==> config.mk <==
export PLATFORM = sky130hd
export DESIGN_NAME = seven_seg_scan
export DESIGN_NICKNAME = d
export VERILOG_FILES = /design/src/rtl/seven_seg_pkg.sv /design/src/rtl/seven_seg_decoder.sv /design/src/rtl/seven_seg_scan.sv
export SDC_FILE = /design/constraint.sdc
export NUM_CORES = 1
export LEC_CHECK = 0
export CORE_AREA = 2 2 84 86
export CTS_CLUSTER_DIAMETER = 30
export DETAILED_ROUTE_END_ITERATION = 16
export DIE_AREA = 0 0 86 88
export GPL_ROUTABILITY_DRIVEN = 0
export MAX_ROUTING_LAYER = met4
export PLACE_DENSITY = 0.76
export SYNTH_ARGS = -nofsm -noshare
export SYNTH_HDL_FRONTEND = slang
export SYNTH_SLANG_ARGS = --single-unit
export TNS_END_PERCENT = 10
==> constraint.sdc <==
create_clock -name clk_10Mhz -period 6.7 [get_ports clk_10Mhz]
set_input_delay 1.005 -clock clk_10Mhz [delete_from_list [all_inputs] [get_ports clk_10Mhz]]
set_output_delay 1.005 -clock clk_10Mhz [all_outputs]
set_load 0.02 [all_outputs]
==> src/rtl/seven_seg_pkg.sv <==
// Shared constants for the seven-segment display path.
// Holds the active-low hex segment codes, ordered {g,f,e,d,c,b,a}.
// SEG_BLANK is the all-dark cathode pattern.
package seven_seg_pkg;

  localparam logic [6:0] SEG_BLANK = 7'h7F;

  localparam logic [6:0] SEG_0 = 7'b1000000;
  localparam logic [6:0] SEG_1 = 7'b1111001;
  localparam logic [6:0] SEG_2 = 7'b0100100;
  localparam logic [6:0] SEG_3 = 7'b0110000;
  localparam logic [6:0] SEG_4 = 7'b0011001;
  localparam logic [6:0] SEG_5 = 7'b0010010;
  localparam logic [6:0] SEG_6 = 7'b0000010;
  localparam logic [6:0] SEG_7 = 7'b1111000;
  localparam logic [6:0] SEG_8 = 7'b0000000;
  localparam logic [6:0] SEG_9 = 7'b0010000;
  localparam logic [6:0] SEG_A = 7'b0001000;
  localparam logic [6:0] SEG_B = 7'b0000011;
  localparam logic [6:0] SEG_C = 7'b1000110;
  localparam logic [6:0] SEG_D = 7'b0100001;
  localparam logic [6:0] SEG_E = 7'b0000110;
  localparam logic [6:0] SEG_F = 7'b0001110;

endpackage

==> src/rtl/seven_seg_decoder.sv <==
// Purpose: hex nibble to active-low seven-segment cathode pattern.
// Latency: combinational, zero cycles.
// Backpressure: none; pure function of hex_i.
// Ports: hex_i (4-bit value), seg_o (cathodes {g,f,e,d,c,b,a}, active-low).
module seven_seg_decoder
  import seven_seg_pkg::*;
(
  input  logic [3:0] hex_i,
  output logic [6:0] seg_o
);

  always_comb begin
    seg_o = SEG_BLANK;
    case (hex_i)
      4'h0: seg_o = SEG_0;
      4'h1: seg_o = SEG_1;
      4'h2: seg_o = SEG_2;
      4'h3: seg_o = SEG_3;
      4'h4: seg_o = SEG_4;
      4'h5: seg_o = SEG_5;
      4'h6: seg_o = SEG_6;
      4'h7: seg_o = SEG_7;
      4'h8: seg_o = SEG_8;
      4'h9: seg_o = SEG_9;
      4'hA: seg_o = SEG_A;
      4'hB: seg_o = SEG_B;
      4'hC: seg_o = SEG_C;
      4'hD: seg_o = SEG_D;
      4'hE: seg_o = SEG_E;
      4'hF: seg_o = SEG_F;
    endcase
  end

endmodule

==> src/rtl/seven_seg_scan.sv <==
// Purpose: time-multiplexed common-anode scanner with hex decode, dp, blanking, PWM dimming, ghosting guard.
// Latency: all outputs registered, one clock behind the internal scan state.
// Backpressure: none; inputs are snapshotted once per frame, frame_tick marks each snapshot point.
// Ports: clk_10Mhz, reset_n (sync, active-low); digits/dp_in/blank/brightness/hold in;
//        an/seg/dp (active-low) and frame_tick out.
module seven_seg_scan
  import seven_seg_pkg::*;
#(
  parameter int NUM_DIGITS   = 4,
  parameter int SCAN_COUNT   = 5000,
  parameter int GUARD_CYCLES = 16,
  parameter int PWM_BITS     = 3
) (
  input  logic                    clk_10Mhz,
  input  logic                    reset_n,
  input  logic [4*NUM_DIGITS-1:0] digits,
  input  logic [NUM_DIGITS-1:0]   dp_in,
  input  logic [NUM_DIGITS-1:0]   blank,
  input  logic [PWM_BITS-1:0]     brightness,
  input  logic                    hold,
  output logic [NUM_DIGITS-1:0]   an,
  output logic [6:0]              seg,
  output logic                    dp,
  output logic                    frame_tick
);

  localparam int SLOT_W = $clog2(SCAN_COUNT);
  localparam int PTR_W  = $clog2(NUM_DIGITS);

  localparam logic [SLOT_W-1:0]   SLOT_LAST = SLOT_W'(SCAN_COUNT - 1);
  localparam logic [SLOT_W-1:0]   GUARD     = SLOT_W'(GUARD_CYCLES);
  localparam logic [PTR_W-1:0]    PTR_LAST  = PTR_W'(NUM_DIGITS - 1);
  // PWM period is 2^PWM_BITS-1 so that all-ones brightness is permanently on.
  localparam logic [PWM_BITS-1:0] PWM_LAST  = PWM_BITS'((1 << PWM_BITS) - 2);

  // Scan state
  logic                    started_q;
  logic [SLOT_W-1:0]       slot_q, slot_d;
  logic [PTR_W-1:0]        ptr_q, ptr_d;
  logic [PWM_BITS-1:0]     pwm_q, pwm_d;

  // Frame-synchronous input shadows
  logic [4*NUM_DIGITS-1:0] digit_sh_q;
  logic [NUM_DIGITS-1:0]   dp_sh_q;
  logic [NUM_DIGITS-1:0]   blank_sh_q;
  logic [PWM_BITS-1:0]     bright_sh_q;

  // Output registers
  logic [NUM_DIGITS-1:0]   an_q, an_d;
  logic [6:0]              seg_q, seg_d;
  logic                    dp_q, dp_d;
  logic                    frame_tick_q, frame_tick_d;

  logic                    snap_en;
  logic                    lit;
  logic [3:0]              cur_hex;
  logic [6:0]              cur_seg;

  // Counter / pointer next state. The first clock out of reset only takes the
  // snapshot and leaves slot 0 of digit 0 starting on that edge.
  always_comb begin
    slot_d       = slot_q;
    ptr_d        = ptr_q;
    snap_en      = 1'b0;
    frame_tick_d = 1'b0;
    pwm_d        = (pwm_q == PWM_LAST) ? '0 : pwm_q + 1'b1;
    if (!started_q) begin
      snap_en = 1'b1;
    end else if (slot_q == SLOT_LAST) begin
      slot_d = '0;
      if (ptr_q == PTR_LAST) begin
        ptr_d        = '0;
        frame_tick_d = 1'b1;
        snap_en      = !hold;
      end else begin
        ptr_d = ptr_q + 1'b1;
      end
    end else begin
      slot_d = slot_q + 1'b1;
    end
  end

  assign cur_hex = digit_sh_q[{ptr_q, 2'b00} +: 4];

  seven_seg_decoder u_dec (
    .hex_i (cur_hex),
    .seg_o (cur_seg)
  );

  // A digit is driven only outside the guard window, when not blanked and
  // while the PWM phase is on; otherwise anodes and cathodes all go dark.
  assign lit = (slot_q >= GUARD) && !blank_sh_q[ptr_q] && (pwm_q < bright_sh_q);

  always_comb begin
    an_d  = '1;
    seg_d = SEG_BLANK;
    dp_d  = 1'b1;
    if (lit) begin
      an_d  = ~(NUM_DIGITS'(1) << ptr_q);
      seg_d = cur_seg;
      dp_d  = ~dp_sh_q[ptr_q];
    end
  end

  always_ff @(posedge clk_10Mhz) begin
    if (!reset_n) begin
      started_q    <= 1'b0;
      slot_q       <= '0;
      ptr_q        <= '0;
      pwm_q        <= '0;
      digit_sh_q   <= '0;
      dp_sh_q      <= '0;
      blank_sh_q   <= '1;
      bright_sh_q  <= '0;
      an_q         <= '1;
      seg_q        <= SEG_BLANK;
      dp_q         <= 1'b1;
      frame_tick_q <= 1'b0;
    end else begin
      started_q    <= 1'b1;
      slot_q       <= slot_d;
      ptr_q        <= ptr_d;
      pwm_q        <= pwm_d;
      if (snap_en) begin
        digit_sh_q  <= digits;
        dp_sh_q     <= dp_in;
        blank_sh_q  <= blank;
        bright_sh_q <= brightness;
      end
      an_q         <= an_d;
      seg_q        <= seg_d;
      dp_q         <= dp_d;
      frame_tick_q <= frame_tick_d;
    end
  end

  assign an         = an_q;
  assign seg        = seg_q;
  assign dp         = dp_q;
  assign frame_tick = frame_tick_q;

endmodule

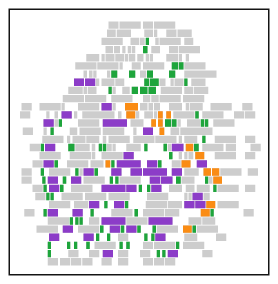
Fig. 1. Gate families picked out.
(3 px per um)
orange -> inverting AOI/OAI gates  # cells 17
green -> NAND gates  # cells 78
purple -> multiplexers  # cells 44

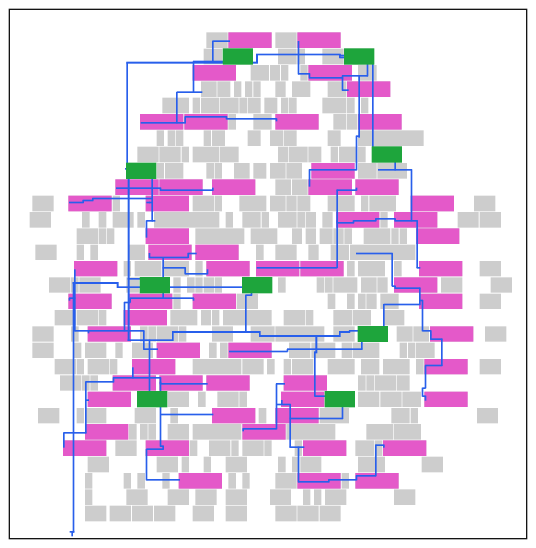
Fig. 2. Clock network drawn from the DEF.
(6 px per um)
green -> clock drivers  # count 9
magenta -> flip-flops  # count 59
blue -> clock wires  # length 772 um
routed clock nets = 10
Final Skew: 7.45 ps
worst skew pair latency: 340 ps

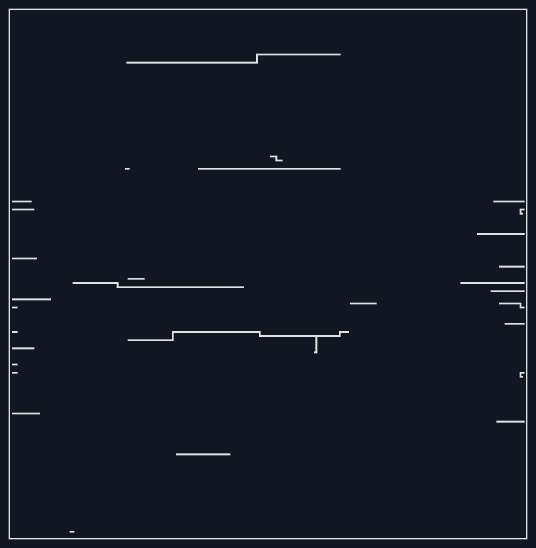
Fig. 3. M3 wires.
(6 px per um)
wire length on this layer = 224 um
main direction = horizontal
share of all routed wire = 4.0%
nets with wire on the layer = 26

==> job_summary.md <==
### Flow metrics

| Metric | Value |
|---|---|
| P&R area growth vs syn | `23.6%` |
| M1 GR Usage | `19.9%` |
| Total Power | `0.000852 W` |
| Number of global-route vias before repair | `2214` |
| Top logic cells by instance count in the layout | `nand2_1 (61), dfxtp_1 (59), clkdlybuf4s50_1 (41), mux2i_1 (35), nor2_1 (29)` |
| Fillcell total | `613` |
| Peak VDD IR | `0.000120 V` |
| Status | `complete, no violations` |
| Met3 Usage GRT | `4.05%` |
| LEAKAGE | `1.38 nW` |
| Worst-margin pin slew | `945 ps` |
| Die Height | `88 um` |
| Chip area | `0.00757 mm2` |
| Met2 Use GR | `27.6%` |
| Initial Util | `43.3%` |
| Final worst slack | `3990 ps` |
| Clock Tree Root | `clkbuf_8` |
| Post-CTS sizing | `0` |
| Max clock buf depth | `2` |
| Nets | `392` |
| Core area | `0.00664 mm2` |
| DRT iter0 DRCs | `145` |
| CTS tree | `built` |
| Layout Utilization | `53.5%` |
| H-tree Lvls | `3` |
| Die Wd | `86 um` |
| Logic area | `0.00154 mm2` |
| Syn Area/Cell | `9.21 um2` |
| Critical path class | `input port to flop` |
| Yosys stat cell total | `312` |
| Startpoint Class | `input port` |
| DP HPWL | `3940 um` |
| Final Setup Violations | `0` |
| Worst slack, placed | `3040 ps` |
| Reg clk slew, reported paths | `70 ps` |
| Vias per inst | `5.15` |
| RSZ-0062 raised after global routing | `no` |
| Antenna violations before repair | `0` |
| Worst reg2reg setup slack | `4200 ps` |
| Top cells, area | `dfxtp_1 (41%), mux2i_1 (12%), nand2_1 (8.0%)` |
| Synth warnings | `0` |
| Req. time, crit path | `6860 ps` |
| Net Count, Synth | `358` |
| Hold crit path type | `flop to flop` |
| Most frequent logic cell in the layout | `nand2_1` |
| FMAX | `0.369 GHz` |
| Gr ovfl total | `0` |
| Fin. Hold Viols | `0` |
| Max-cap violations | `0` |
| Synth Seq Share | `41.1%` |
| Largest net degree at the start of global routing | `52` |
| Ant. Diodes | `0` |
| Worst setup EP type | `flop` |
| OpenROAD warnings | `37` |
| Period utilisation layout | `40.4%` |
| TNS Setup | `0 ps` |
| PwrDens | `240 mW/mm2` |
| Register Area | `0.00118 mm2` |
| Cell area after synthesis | `0.00287 mm2` |
| DRT Pass-1 Iters | `4` |
| Hold_buf cts | `0` |
| Largest type area fraction | `41.1%` |
| Most Used Layer, Global Route | `met2` |
| Io pins | `43` |
| Final Max Tran Viols | `0` |
| Buffers inserted by post-CTS timing repair | `0` |
| YS chip area | `0.00287 mm2` |
| I/O Buffers | `42` |
| Distinct cells, synth | `37` |
| Worst EP arrival | `2870 ps` |
| Synth area leader | `dfxtp_1` |
| Antenna Nets Post-Route | `0` |
| Syn Inst Count | `312` |
| Min Tclk post-route | `2710 ps` |
| Row count | `30` |
| Slew headroom | `36.6%` |
| Layout cell share with drive strength beyond 1 | `8.29%` |
| CP max FO | `51` |
| Drc violations | `0` |
| Synth flops | `59` |
| First-pass GRT wire length | `9690 um` |
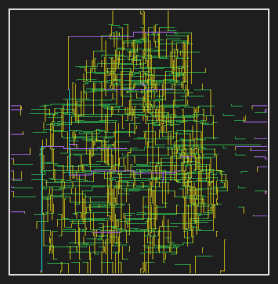
Fig. 4. Signal wires by layer.
(3 px per um)
purple -> metal 3  # wire length 224 um
cyan -> metal 4  # wire length 70.0 um
green -> metal 1  # wire length 2650 um
yellow -> metal 2  # wire length 2640 um
vias: 2214
Total GRT Usage: 17.0%
DR WL/cell: 13.0 um
WL final: 5580 um

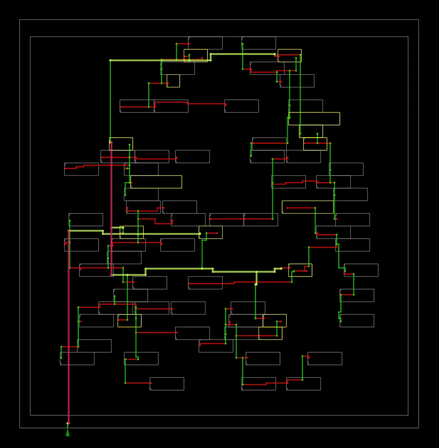
Fig. 5. Clock wiring as the flow saved it.
Clock group: 0.000403 W
clock buffer count from CTS: 9
CTS Sinks: 59
sequential cell count: 59

sequential cells by signal, indices dropped and copies added, names as in the netlist:
name	cells
dp	1
pwm_q	3
seg	7
bright_sh_q	3
an	4
frame_tick	1
blank_sh_q	4
ptr_q	2
slot_q	13
started_q	1
dp_sh_q	4
digit_sh_q	16
worst paths after layout:
check / startpoint / end / cells past startpoint
max: reset_n / seg[1] / 4
min: digit_sh_q[9] / digit_sh_q[9] / 2
max reg2reg: ptr_q[0] / seg[1] / 3
min reg2reg: digit_sh_q[9] / digit_sh_q[9] / 2
cells by family (layout without fill, tap and decap cells):
| family | Yosys count | in the layout | synth area share [%] |
|---|---|---|---|
| DFF | 59 | 59 | 41.1 |
| muxes | 44 | 44 | 18.1 |
| xor gates and xnor gates | 13 | 13 | 3.96 |
| adders and majority gates | 16 | 16 | 6.97 |
| and+or+nand+nor | 124 | 124 | 19.5 |
| buffers and inverters | 37 | 75 | 5.62 |
| AOI/OAI and AO/OA | 19 | 19 | 4.79 |
worst max-delay path, cell delays in order:
cell and delay, ps:
buf_2 620, o311ai_0 310, a211oi_2 680, o311ai_0 260
synth_stat cells:
| cell type | instances |
|---|---|
| clkbuf_1 | 15 |
| xnor2_1 | 9 |
| or4_1 | 3 |
| a21o_1 | 1 |
| nor3_1 | 3 |
| dfxtp_1 | 59 |
| nand3b_1 | 2 |
| buf_6 | 3 |
| and2_1 | 1 |
| o31a_1 | 1 |
| a21oi_1 | 3 |
| nand2_1 | 61 |
| o221ai_1 | 3 |
| a211oi_1 | 1 |
| or4_4 | 1 |
| and3_1 | 1 |
| inv_1 | 17 |
| nand3_1 | 6 |
| nand4_1 | 7 |
| xor2_1 | 4 |
| nand2b_1 | 1 |
| mux4_2 | 6 |
| nor4b_1 | 1 |
| o21ai_0 | 2 |
| o21ai_1 | 1 |
| nor2_1 | 29 |
| mux2_2 | 3 |
| mux2i_1 | 35 |
| o211ai_1 | 2 |
| nor4_1 | 5 |
| and4_1 | 1 |
| nand4b_1 | 1 |
| o31ai_1 | 1 |
| ha_1 | 16 |
| or3b_2 | 1 |
| o311ai_0 | 4 |
| buf_1 | 2 |
layer usage:
| metal | share of wire (%) | vias up |
|---|---|---|
| met3 | 4.0 | 5 |
| met4 | 1.3 | 0 |
| met2 | 47 | 40 |
| met1 | 47 | 1035 |
| li1 | - | 1134 |
| met5 | 0 | - |
power by group:
| group | total (W) | switching (W) | internal [W] |
|---|---|---|---|
| Clock | 0.000403 | 0.000138 | 0.000265 |
| Combinational | 0.0000741 | 0.0000353 | 0.0000388 |
| Sequential | 0.000375 | 0.0000103 | 0.000364 |
| Total | 0.000852 | 0.000183 | 0.000668 |
final cells by class:
cell class	count	area share (%)
clock buffers	11	4.26
clock inverters	4	2.75
inverters	17	1.80
multi-input cells	216	43.2
flip-flops and latches	59	33.2
well taps	80	2.82
repair buffers	43	11.9
metrics by stage:
stage	instances	instance area (um2)	hold WS, ps
6_report	430	3550	460
3_5_place_dp	415	3300	450
4_1_cts	430	3550	461
3_3_place_gp	415	3300	438
5_1_grt	430	3550	486
2_1_floorplan	312	2870	425
Power and IR drop assume default switching activity.
